**src/rtl/pio_pkg.sv**
```systemverilog
// rtl/pio_pkg.sv - shared defaults, opcodes and FSM states for the pin allocator
package pio_pkg;

  localparam int PIO_NUM_CORES = 4;
  localparam int PIO_NUM_PINS  = 32;

  localparam logic [1:0] OP_CLAIM   = 2'b00;
  localparam logic [1:0] OP_RELEASE = 2'b01;
  localparam logic [1:0] OP_LOCK    = 2'b10;
  localparam logic [1:0] OP_RSVD    = 2'b11;

  typedef enum logic [1:0] {
    ST_IDLE  = 2'd0,
    ST_CHECK = 2'd1,
    ST_RESP  = 2'd2
  } pio_state_e;

endpackage

```
**src/rtl/rr_arbiter.sv**
```systemverilog
// rtl/rr_arbiter.sv - round-robin arbiter: first request at or above ptr, with wrap
module rr_arbiter #(
  parameter int NUM_REQ = 4,
  parameter int IDX_W   = (NUM_REQ > 1) ? $clog2(NUM_REQ) : 1
) (
  input  logic [NUM_REQ-1:0] req,
  input  logic [IDX_W-1:0]   ptr,
  output logic [NUM_REQ-1:0] grant,
  output logic [IDX_W-1:0]   grant_idx,
  output logic               grant_any
);

  always_comb begin
    int               sum;
    logic [IDX_W-1:0] idx;
    grant     = '0;
    grant_idx = '0;
    grant_any = 1'b0;
    sum       = 0;
    idx       = '0;
    for (int i = 0; i < NUM_REQ; i++) begin
      sum = int'(ptr) + i;
      if (sum >= NUM_REQ) sum = sum - NUM_REQ;
      idx = IDX_W'(sum);
      if (!grant_any && req[idx]) begin
        grant[idx] = 1'b1;
        grant_idx  = idx;
        grant_any  = 1'b1;
      end
    end
  end

endmodule

```
**src/rtl/gpio_pin_allocator.sv**
```systemverilog
// rtl/gpio_pin_allocator.sv - arbitrated all-or-nothing GPIO pin ownership map
// PIN_ALLOC_LOCK_EN enables the lock opcode and per-pin release locks.
module gpio_pin_allocator
  import pio_pkg::*;
#(
  parameter int NUM_CORES = PIO_NUM_CORES,
  parameter int NUM_PINS  = PIO_NUM_PINS,
  parameter int CORE_W    = $clog2(NUM_CORES)
) (
  input  logic                               clk,
  input  logic                               rst,
  input  logic [NUM_CORES-1:0]               req_valid,
  output logic [NUM_CORES-1:0]               req_ready,
  input  logic [NUM_CORES-1:0][1:0]          req_op,
  input  logic [NUM_CORES-1:0][NUM_PINS-1:0] req_mask,
  output logic [NUM_CORES-1:0]               resp_valid,
  output logic                               resp_ok,
  output logic [NUM_PINS-1:0]                resp_conflict,
  output logic [NUM_PINS-1:0][CORE_W-1:0]    core_select,
  output logic [NUM_PINS-1:0]                owned_mask
);

  pio_state_e                          state_q, state_d;
  logic [CORE_W-1:0]                   rr_ptr_q, rr_ptr_d;
  logic [CORE_W-1:0]                   core_q, core_d;
  logic [1:0]                          op_q, op_d;
  logic [NUM_PINS-1:0]                 mask_q, mask_d;
  logic [NUM_PINS-1:0]                 owned_q, owned_d;
  logic [NUM_PINS-1:0][CORE_W-1:0]     sel_q, sel_d;
  logic [NUM_PINS-1:0]                 conflict_q, conflict_d;
  logic                                ok_q, ok_d;
`ifdef PIN_ALLOC_LOCK_EN
  logic [NUM_PINS-1:0]                 lock_q, lock_d;
`endif

  logic [NUM_CORES-1:0] grant;
  logic [CORE_W-1:0]    grant_idx;
  logic                 grant_any;
  logic [NUM_PINS-1:0]  mine;
  logic [NUM_PINS-1:0]  conflict;
  logic                 rsvd;

  rr_arbiter #(.NUM_REQ(NUM_CORES), .IDX_W(CORE_W)) u_arb (
    .req       (req_valid),
    .ptr       (rr_ptr_q),
    .grant     (grant),
    .grant_idx (grant_idx),
    .grant_any (grant_any)
  );

  // Conflict set of the latched request against the current map.
  always_comb begin
    mine     = '0;
    conflict = '0;
    rsvd     = 1'b0;
    for (int p = 0; p < NUM_PINS; p++) begin
      mine[p] = owned_q[p] && (sel_q[p] == core_q);
    end
    case (op_q)
      OP_CLAIM:   conflict = mask_q & owned_q & ~mine;
`ifdef PIN_ALLOC_LOCK_EN
      OP_RELEASE: conflict = mask_q & (~mine | lock_q);
      OP_LOCK:    conflict = mask_q & ~mine;
`else
      OP_RELEASE: conflict = mask_q & ~mine;
`endif
      default: begin
        conflict = mask_q;
        rsvd     = 1'b1;
      end
    endcase
  end

  always_comb begin
    state_d    = state_q;
    rr_ptr_d   = rr_ptr_q;
    core_d     = core_q;
    op_d       = op_q;
    mask_d     = mask_q;
    owned_d    = owned_q;
    sel_d      = sel_q;
    conflict_d = conflict_q;
    ok_d       = ok_q;
`ifdef PIN_ALLOC_LOCK_EN
    lock_d     = lock_q;
`endif
    case (state_q)
      ST_IDLE: begin
        if (grant_any) begin
          core_d   = grant_idx;
          op_d     = req_op[grant_idx];
          mask_d   = req_mask[grant_idx];
          rr_ptr_d = (grant_idx == CORE_W'(NUM_CORES - 1)) ? '0 : grant_idx + CORE_W'(1);
          state_d  = ST_CHECK;
        end
      end
      ST_CHECK: begin
        conflict_d = conflict;
        ok_d       = (conflict == '0) && !rsvd;
        if (ok_d) begin
          case (op_q)
            OP_CLAIM: begin
              owned_d = owned_q | mask_q;
              for (int p = 0; p < NUM_PINS; p++) if (mask_q[p]) sel_d[p] = core_q;
            end
            OP_RELEASE: begin
              owned_d = owned_q & ~mask_q;
              for (int p = 0; p < NUM_PINS; p++) if (mask_q[p]) sel_d[p] = '0;
            end
`ifdef PIN_ALLOC_LOCK_EN
            OP_LOCK: lock_d = lock_q | mask_q;
`endif
            default: ;
          endcase
        end
        state_d = ST_RESP;
      end
      ST_RESP: state_d = ST_IDLE;
      default: state_d = ST_IDLE;
    endcase
  end

  always_ff @(posedge clk or posedge rst) begin
    if (rst) begin
      state_q    <= ST_IDLE;
      rr_ptr_q   <= '0;
      core_q     <= '0;
      op_q       <= OP_CLAIM;
      mask_q     <= '0;
      owned_q    <= '0;
      sel_q      <= '0;
      conflict_q <= '0;
      ok_q       <= 1'b0;
`ifdef PIN_ALLOC_LOCK_EN
      lock_q     <= '0;
`endif
    end else begin
      state_q    <= state_d;
      rr_ptr_q   <= rr_ptr_d;
      core_q     <= core_d;
      op_q       <= op_d;
      mask_q     <= mask_d;
      owned_q    <= owned_d;
      sel_q      <= sel_d;
      conflict_q <= conflict_d;
      ok_q       <= ok_d;
`ifdef PIN_ALLOC_LOCK_EN
      lock_q     <= lock_d;
`endif
    end
  end

  // Ready is combinational from the arbiter but only offered in IDLE outside reset.
  assign req_ready     = (state_q == ST_IDLE && !rst) ? grant : '0;
  assign resp_valid    = (state_q == ST_RESP) ? (NUM_CORES'(1) << core_q) : '0;
  assign resp_ok       = (state_q == ST_RESP) && ok_q;
  assign resp_conflict = (state_q == ST_RESP) ? conflict_q : '0;
  assign core_select   = sel_q;
  assign owned_mask    = owned_q;

endmodule

```
**config.mk**
```make
export PLATFORM = sky130hd
export DESIGN_NAME = gpio_pin_allocator
export DESIGN_NICKNAME = d
export VERILOG_FILES = /design/src/rtl/pio_pkg.sv /design/src/rtl/rr_arbiter.sv /design/src/rtl/gpio_pin_allocator.sv
export SDC_FILE = /design/constraint.sdc
export NUM_CORES = 1
export LEC_CHECK = 0
export ABC_CLOCK_PERIOD_IN_PS = 16800
export CORE_MARGIN = 2
export CORE_UTILIZATION = 29
export CTS_BUF_LIST = sky130_fd_sc_hd__clkbuf_4 sky130_fd_sc_hd__clkbuf_8 sky130_fd_sc_hd__clkbuf_16
export CTS_CLUSTER_DIAMETER = 150
export CTS_CLUSTER_SIZE = 12
export DETAILED_ROUTE_END_ITERATION = 8
export SLEW_MARGIN = 10
export SYNTH_ARGS = -nofsm -noshare
export SYNTH_HDL_FRONTEND = slang
export SYNTH_SLANG_ARGS = --single-unit
```
**constraint.sdc**
```tcl
create_clock -name clk -period 16.8 [get_ports clk]
set_input_delay 3.36 -clock clk [delete_from_list [all_inputs] [get_ports clk]]
set_output_delay 3.36 -clock clk [all_outputs]
set_load 0.03 [all_outputs]
```
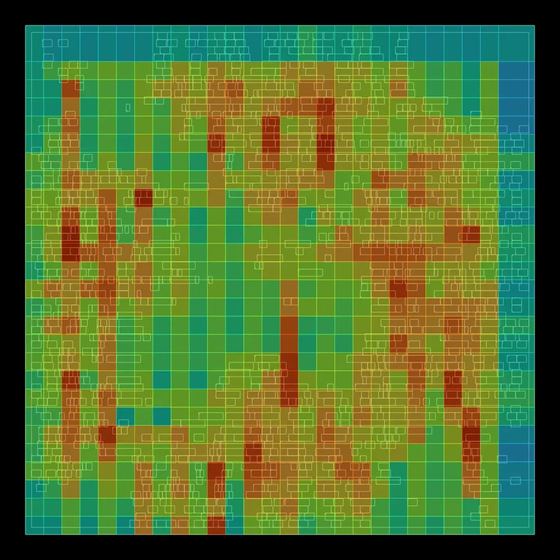
*Routing congestion map, run 1*
global routing met1 resource utilization: 28.76%
GRT Total Usage: 19.70%
GRT met2 Usage: 30.65%
DR WL/cell: 21.50 um

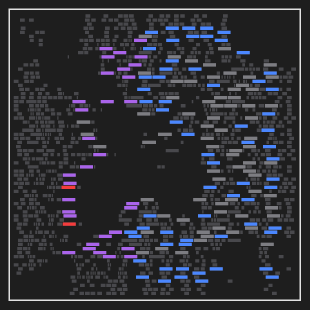
*Sequential cells grouped by signal name, run 1*
Drawn at 1.5 px/um.
Key: purple = mask_q [sequential cells 32]; red = op_q [sequential cells 2]; blue = core_select [sequential cells 64]
Another 71 sequential cells are not coloured.

==> flow_summary_export.csv, run 1 <==
group,metric,value,unit
synthesis,top_cells_by_count,"169 x sky130_fd_sc_hd__dfrtp_1, 86 x sky130_fd_sc_hd__mux2_2, 85 x sky130_fd_sc_hd__nor2_1",
synthesis,register_share_after_synthesis,40.81,%
grt,global_route_wire_length_before_repair,55.24,mm
routing,drt_iter0_drc,523,
clock_network,path_clk_slew,60,ps
synthesis,ys_cells,1005,
routing,via_count,9043,
finish,drive_above_1_share,12.91,%
finish,layout.nets,1383,
synthesis,post_synth_main_area_contributors,"sky130_fd_sc_hd__dfrtp_1 41%, sky130_fd_sc_hd__mux2_2 9.3%, sky130_fd_sc_hd__xnor2_1 4.9%",
grt,grt_most_used_layer,"met2",
routing,route.detailed.drc,0,
worst_setup_path,crit_fanout,9,
synthesis,yosysWarningCount,0,
routing,maxUsedRoutingLayer,"met4",
power_and_ir_drop,power_density_normalized_to_cell_area,160.5,nW/um2
flow_run,stage_log_warnings,32,
sta,final_hold_viol_count,0,
placement,io_buffer_count,278,
synthesis,synth.distinct_cells,62,
grt,grt_start_max_net_pins,79,
clock_network,root_buffer,"sky130_fd_sc_hd__clkbuf_16",
synthesis,postSynth.asyncResetShare,100.0,%
routing,first_pass_iters,5,
run_status,status,"complete, no violations",
finish,synthToLayoutAreaGrowth,36.07,%
floorplanning,fp.coreArea,35400,um2
grt,groute.layer.met3.usage,3.204,%
flow_run,max-cap-violations,0,
routing,route.final.wire_length,36.73,mm
sta,fin_hold_ws,487.6,ps
worst_setup_path,crit_chain,"clkdlybuf4s50_1 -> mux4_2 -> nor2b_1 -> a22oi_1 -> nor2_1 -> a221oi_1 -> nor2_1 -> clkdlybuf4s50_1",
floorplanning,dieWidth,193.0,um
power_and_ir_drop,vdd_drop_max,0.1233,mV
clock_network,cts_tree,"done",
synthesis,synth_dominant_cell_count,"sky130_fd_sc_hd__dfrtp_1",
sta,timing.fmax,0.1022,GHz
floorplanning,dieArea,37260,um2
routing,met2_wirelength,16.55,mm
synthesis,synth_area_leader_cell,"sky130_fd_sc_hd__dfrtp_1",
power_and_ir_drop,leakage_power,5.837,nW
clock_network,clock-sinks,169,
grt,number_of_antenna_violations_at_the_first_check_in_global_routing,0,
sta,timing.final.crit_period,9780,ps
worst_setup_path,crit_path_start_kind,"input pin",
sta,post-route-period-util,58.22,%
power_and_ir_drop,fin_total_pwr,2.264,mW
clock_network,largest_buffer_count_on_any_clock_path,2,
worst_setup_path,required_time_worst_endpoint,13440,ps
finish,antenna-diode-count,0,
sta,worst_pin_slew,1026,ps
clock_network,clock_latency,440,ps
synthesis,yosys_area,10360,um2
sta,rsz0062_at_grt,"no",
hold_path,min-delay-path-class,"reg2reg",
synthesis,number_of_enable_flip_flop_cells,0,
sta,slew_violations,0,
floorplanning,core_util_floorplan,29.28,%
clock_network,ctsHoldBuffers,0,
synthesis,synth-seq-cells,169,
synthesis,postSynthNetCount,1154,
routing,routed-wl-met3,1.979,mm
placement,detailed_place.area,13500,um2
synthesis,postSynthCellCount,1005,
sta,totalNegativeSetupSlack,0,ps
sta,slew_hr,31.32,%
clock_network,cts.htree.levels,4,
synthesis,syn_avg_cell_area,10.31,um2
routing,final_antenna_net_count,0,
synthesis,mappedNetlistArea,10360,um2
routing,detail_route.wirelength.met1,17.83,mm
placement,globalplace.congestion,0.8228,
worst_setup_path,cp.arrival,6420,ps
grt,grt_overflow,0,
sta,final.setup_skew,13.54,ps
clock_network,numCtsBuffers,17,
synthesis,synth_top_flop_cell,"sky130_fd_sc_hd__dfrtp_1",
worst_setup_path,critical_path.endpoint_type,"output pin",
floorplanning,die_h,193.0,um
synthesis,top_area_share,40.81,%
worst_setup_path,crit_slowest_cell,"sky130_fd_sc_hd__clkdlybuf4s50_1",
worst_setup_path,critPathMaxStageDelay,680,ps
sta,setup_viol,0,
grt,first_global_vias,8869,
floorplanning,io-pin-count,279,
finish,layout_top_cell,"sky130_fd_sc_hd__clkdlybuf4s50_1",
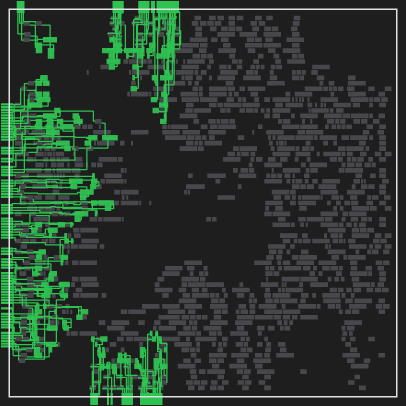
*Nets reached from selected ports, run 1*
Drawn at 2 px/um.
Key: green = req_mask [direction input, edge 74 left, 30 top, 24 bottom, end cells 191, buffers 128, wire 4200 um]

==> run 1: cells by family after synthesis <==
family	synth area share, %
DFF	40.81
xor gates and xnor gates	5.578
buffers and inverters	4.153
AOI/OAI and AO/OA	17.89
and+or+nand+nor	13.28
adders and majority gates	0.8451
muxes	17.45
==> run 1: power breakdown <==
part | internal [mW] | switching, mW
clock | 0.236 | 0.173
sequential | 0.494 | 0.0936
combinational | 0.485 | 0.782
==> run 1: final timing paths <==
check | from | to | slack (ps) | depth (start not counted)
worst max-delay path | req_valid[3] | req_ready[1] | 7020 | 8
worst min-delay path | conflict_q[8] | conflict_q[8] | 490 | 2
worst max register to register | rr_ptr_q[0] | mask_q[13] | 12000 | 11
max in group asynchronous | rst | asynchronous set/reset pin | 11400 | 4
min in group asynchronous | rst | core_select[20] | 3300 | 2
worst min register to register | conflict_q[8] | conflict_q[8] | 490 | 2
==> run 1: layout make-up <==
type	count	area, um2
Clock buffer	18	432.9
Clock inverter	14	172.7
Fill cell	3437	21290
Inverter	7	31.28
Multi-Input combinational cell	744	5744
Sequential cell	169	4234
Tap cell	461	576.8
Timing Repair Buffer	295	2910
==> run 1: through the flow <==
| step | utilization [%] | cells | setup slack (ps) |
|---|---|---|---|
| after floorplan | - | 1005 | 5466 |
| after global placement | 38.13 | 1676 | 7165 |
| after detailed placement | 38.13 | 1676 | 7064 |
| after CTS | 39.84 | 1708 | 7045 |
| after global routing | 39.84 | 1708 | 6871 |
| final | 39.84 | 1708 | 7020 |
==> run 1: worst max-delay path, delay by kind of cell <==
kind	cells	cell delay [ps]
compound gates	2	250
buf+inv	2	1260
mux	1	600
simple gates	3	940
### Routed metal, one colour a layer, run 1

Drawn at 2 px/um.
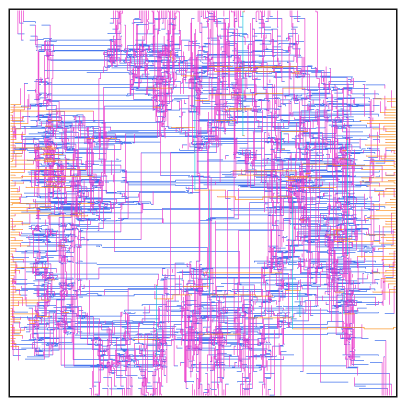

==> run 2, diff against run 1 <==
--- a/config.mk
+++ b/config.mk
@@ -5,7 +5,7 @@
 export SDC_FILE = /design/constraint.sdc
 export NUM_CORES = 1
 export LEC_CHECK = 0
-export ABC_CLOCK_PERIOD_IN_PS = 16800
+export ABC_CLOCK_PERIOD_IN_PS = 9700
 export CORE_MARGIN = 2
 export CORE_UTILIZATION = 29
 export CTS_BUF_LIST = sky130_fd_sc_hd__clkbuf_4 sky130_fd_sc_hd__clkbuf_8 sky130_fd_sc_hd__clkbuf_16
==> constraint.sdc (replaced) <==
create_clock -name clk -period 9.7 [get_ports clk]
set_input_delay 1.94 -clock clk [delete_from_list [all_inputs] [get_ports clk]]
set_output_delay 1.94 -clock clk [all_outputs]
set_load 0.03 [all_outputs]
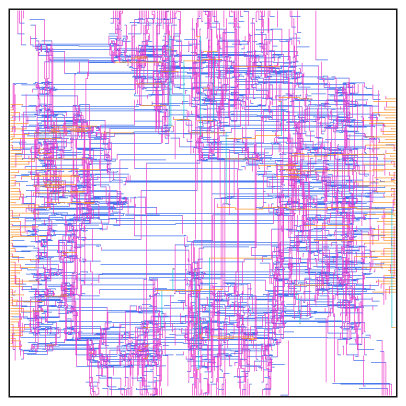
*Routed metal, one colour a layer, run 2*
Drawn at 2 px/um.
Key: blue = metal 1 [wire length 17700 um]; magenta = metal 2 [wire length 16500 um]; cyan = metal 4 [wire length 486 um]; orange = metal 3 [wire length 2060 um]

==> flow_summary_export.csv, run 2 <==
group,metric,value,unit
power_and_ir_drop,cellInternalPower,2.162,mW
placement,numPlacedInstances,1675,
worst_setup_path,worstRegToRegCells,9,
placement,io_buffer_count,278,
worst_setup_path,crit_chain,"clkdlybuf4s50_1 -> mux4_2 -> nor2b_1 -> a22oi_1 -> nor2_1 -> a221oi_1 -> nor2_1 -> clkdlybuf4s50_1",
clock_network,clock-sinks,169,
sta,timing.final.crit_period,6937,ps
power_and_ir_drop,switching_share,45.60,%
grt,grt_start_max_net_pins,140,
finish,inv_count,7,
worst_setup_path,path_delay_family,"buffers and inverters",
placement,detailed_place.area,13500,um2
power_and_ir_drop,power.switching,1.812,mW
floorplanning,die_h,193.0,um
power_and_ir_drop,fin_total_pwr,3.973,mW
worst_setup_path,crit_cells,8,
finish,final.clkbuf_count,18,
finish,layout_top_cell,"sky130_fd_sc_hd__clkdlybuf4s50_1",
routing,first_pass_iters,5,
finish,tally_of_filler_cells_in_the_layout,3427,
finish,layout.nets,1382,
synthesis,top_cells_by_count,"169 x sky130_fd_sc_hd__dfrtp_1, 86 x sky130_fd_sc_hd__mux2_2, 85 x sky130_fd_sc_hd__nor2_1",
clock_network,path_clk_slew,60,ps
worst_setup_path,ff_to_ff_start,"op_q[1]",
synthesis,synth_top_flop_cell,"sky130_fd_sc_hd__dfrtp_1",
worst_setup_path,setup.worst_path.start,"req_valid[3]",
finish,final_cells,1710,
finish,top_area_cell_class,"combinational gates",
routing,drt_iter0_drc,594,
floorplanning,dieWidth,193.0,um
sta,post-route-period-util,71.52,%
routing,final_antenna_net_count,0,
synthesis,number_of_enable_flip_flop_cells,0,
worst_setup_path,required_time_worst_endpoint,7760,ps
floorplanning,dieArea,37260,um2
finish,antenna-diode-count,3,
worst_setup_path,critical_path.endpoint_type,"output pin",
hold_path,min-delay-path-class,"reg2reg",
clock_network,numCtsBuffers,17,
finish,nMultiInputCombCells,744,
worst_setup_path,critPathMaxStageDelay,680,ps
sta,totalNegativeSetupSlack,0,ps
worst_setup_path,crit_fanout,9,
sta,rsz0062_at_grt,"no",
clock_network,root_buffer,"sky130_fd_sc_hd__clkbuf_16",
clock_network,clock_latency,440,ps
finish,final_cell_area,14170,um2
finish,clock_tree_area_fraction,4.645,%
worst_setup_path,reg2reg_slack,5380,ps
power_and_ir_drop,leakage_power,5.871,nW
grt,first_global_vias,8857,
worst_setup_path,cp-endpoint,"req_ready[2]",
finish,final-comb-area,5744,um2
grt,number_of_antenna_violations_at_the_first_check_in_global_routing,0,
placement,dpl.hpwl,26.27,mm
clock_network,postCtsSetupRepairBufs,0,
floorplanning,fp.coreArea,35400,um2
clock_network,postCtsResizedCells,0,
routing,via_count,9061,
synthesis,synth.distinct_cells,62,
finish,seq-cell-share,29.89,%
routing,vias_per_cell,5.299,
sta,worst_pin_slew,991.2,ps
routing,wl_per_cell,21.48,um
synthesis,synth_dominant_cell_count,"sky130_fd_sc_hd__dfrtp_1",
grt,global_route_wire_length_before_repair,55.03,mm
finish,drive_above_1_share,12.84,%
synthesis,mappedNetlistArea,10360,um2
clock_network,cts_tree,"done",
worst_setup_path,worstSetupPathType,"in2out",
synthesis,post_synth_main_area_contributors,"sky130_fd_sc_hd__dfrtp_1 41%, sky130_fd_sc_hd__mux2_2 9.3%, sky130_fd_sc_hd__xnor2_1 4.9%",
synthesis,yosys_area,10360,um2
finish,synthToLayoutAreaGrowth,36.70,%
run_status,status,"complete, no violations",
synthesis,postSynthCellCount,1005,
worst_setup_path,number_of_buffer_and_inverter_stages_on_the_critical_path,2,
synthesis,yosysWarningCount,0,
finish,register_area,4234,um2
synthesis,top_area_share,40.81,%
floorplanning,well_tap_count,461,
clock_network,cts.htree.levels,4,
worst_setup_path,crit_slowest_cell,"sky130_fd_sc_hd__clkdlybuf4s50_1",
synthesis,syn_avg_cell_area,10.31,um2
sta,setup_viol,0,
placement,globalplace.congestion,0.7920,
sta,slew_hr,33.68,%
finish,n_sequential_cell,169,
sta,final.setup_skew,17.14,ps
power_and_ir_drop,power_frac_comb,55.0,%
clock_network,ctsHoldBuffers,0,
sta,final_hold_viol_count,0,
synthesis,synth_area_leader_cell,"sky130_fd_sc_hd__dfrtp_1",
flow_run,stage_log_warnings,35,
synthesis,postSynth.asyncResetShare,100.0,%
sta,timing.fmax,0.1441,GHz
floorplanning,io-pin-count,279,
floorplanning,core_util_floorplan,29.28,%
routing,route.final.wire_length,36.73,mm
sta,fin_hold_ws,473.1,ps
routing,route.detailed.drc,0,
synthesis,ys_cells,1005,
clock_network,largest_buffer_count_on_any_clock_path,2,
flow_run,max-cap-violations,0,
finish,nNonClkBuffers,294,
sta,slew_violations,0,
floorplanning,floorplan.rows,69,
power_and_ir_drop,power_density_normalized_to_cell_area,280.5,nW/um2
worst_setup_path,crit_path_start_kind,"input pin",
grt,grt_overflow,0,
finish,comb-cell-share,40.55,%
grt,grt_util_all_layers,19.72,%
finish,final_layout_top_logic_cells,"278 x sky130_fd_sc_hd__clkdlybuf4s50_1, 165 x sky130_fd_sc_hd__dfrtp_1, 86 x sky130_fd_sc_hd__mux2_2",
synthesis,synth-seq-cells,169,
synthesis,register_share_after_synthesis,40.81,%
finish,area_share_nonclk_buffers,20.58,%
power_and_ir_drop,vdd_drop_max,0.1959,mV
worst_setup_path,cp.arrival,5000,ps
synthesis,postSynthNetCount,1154,
power_and_ir_drop,sequentialPowerShare,25.8,%
power_and_ir_drop,clock_power_share,19.1,%
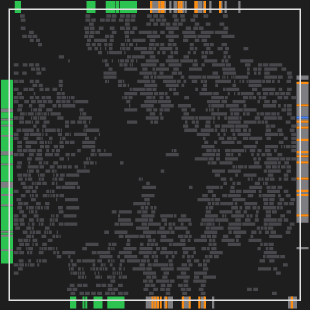
*Pin placement, run 2*
Drawn at 1.5 px/um. Pins as bars across the die edge, other pins in grey.
Key: green = req_mask [pins 128, direction input, edge 74 left, 30 top, 24 bottom]; blue = resp_ok [pins 1, direction output, edge right]; orange = owned_mask [pins 32, direction output, edge 12 right, 10 top, 10 bottom]
All pins by edge: 90 left, 72 right, 61 top, 56 bottom.

==> run 2: power groups by stage <==
| stage | Combinational [mW] | Sequential (mW) | Clock, mW |
|---|---|---|---|
| after floorplan | 1.63 | 0.931 | 0 |
| after global placement | 2.16 | 1.03 | 0 |
| after detailed placement | 2.20 | 1.04 | 0 |
| after CTS | 2.21 | 1.03 | 0.779 |
| after global routing | 2.39 | 1.05 | 0.807 |
| final | 2.19 | 1.03 | 0.761 |
==> run 2: layer usage <==
layer	track usage (%)	up-vias	wire, um	share of wire [%]
met5	0	-	0	0
met4	4.924	0	486	1.3
met3	3.041	34	2063	5.6
met2	30.22	327	16460	45
met1	28.95	4473	17720	48
li1	-	4227	-	-
==> run 2: cell families (layout without fill, tap and decap cells) <==
| kind of cell | count (synthesis) | in the layout | synth area share [%] |
|---|---|---|---|
| xor+xnor | 66 | 66 | 5.578 |
| flops | 169 | 169 | 40.81 |
| simple gates | 264 | 264 | 13.28 |
| other cells | 0 | 3 | 0 |
| compound gates | 246 | 246 | 17.89 |
| fa+ha+maj | 7 | 7 | 0.8451 |
| buf+inv | 92 | 333 | 4.153 |
| mux | 161 | 161 | 17.45 |
==> run 2: worst min path at each step <==
| stage | to | startpoint | cells past startpoint |
|---|---|---|---|
| after CTS | conflict_q[14] | conflict_q[14] | 2 |
| after floorplan | conflict_q[18] | conflict_q[18] | 2 |
| final | conflict_q[14] | conflict_q[14] | 2 |
| after detailed placement | conflict_q[14] | conflict_q[14] | 2 |
| after global routing | conflict_q[8] | conflict_q[8] | 2 |
| after global placement | conflict_q[8] | conflict_q[8] | 2 |
==> run 2: metrics by stage <==
step	util (%)	worst slack, ps
after global placement	38.14	2908
after CTS	40.00	2803
final	40.02	2763
after floorplan	-	1206
after detailed placement	38.14	2824
after global routing	40.00	2600
Power is estimated from default activity; no workload was simulated.
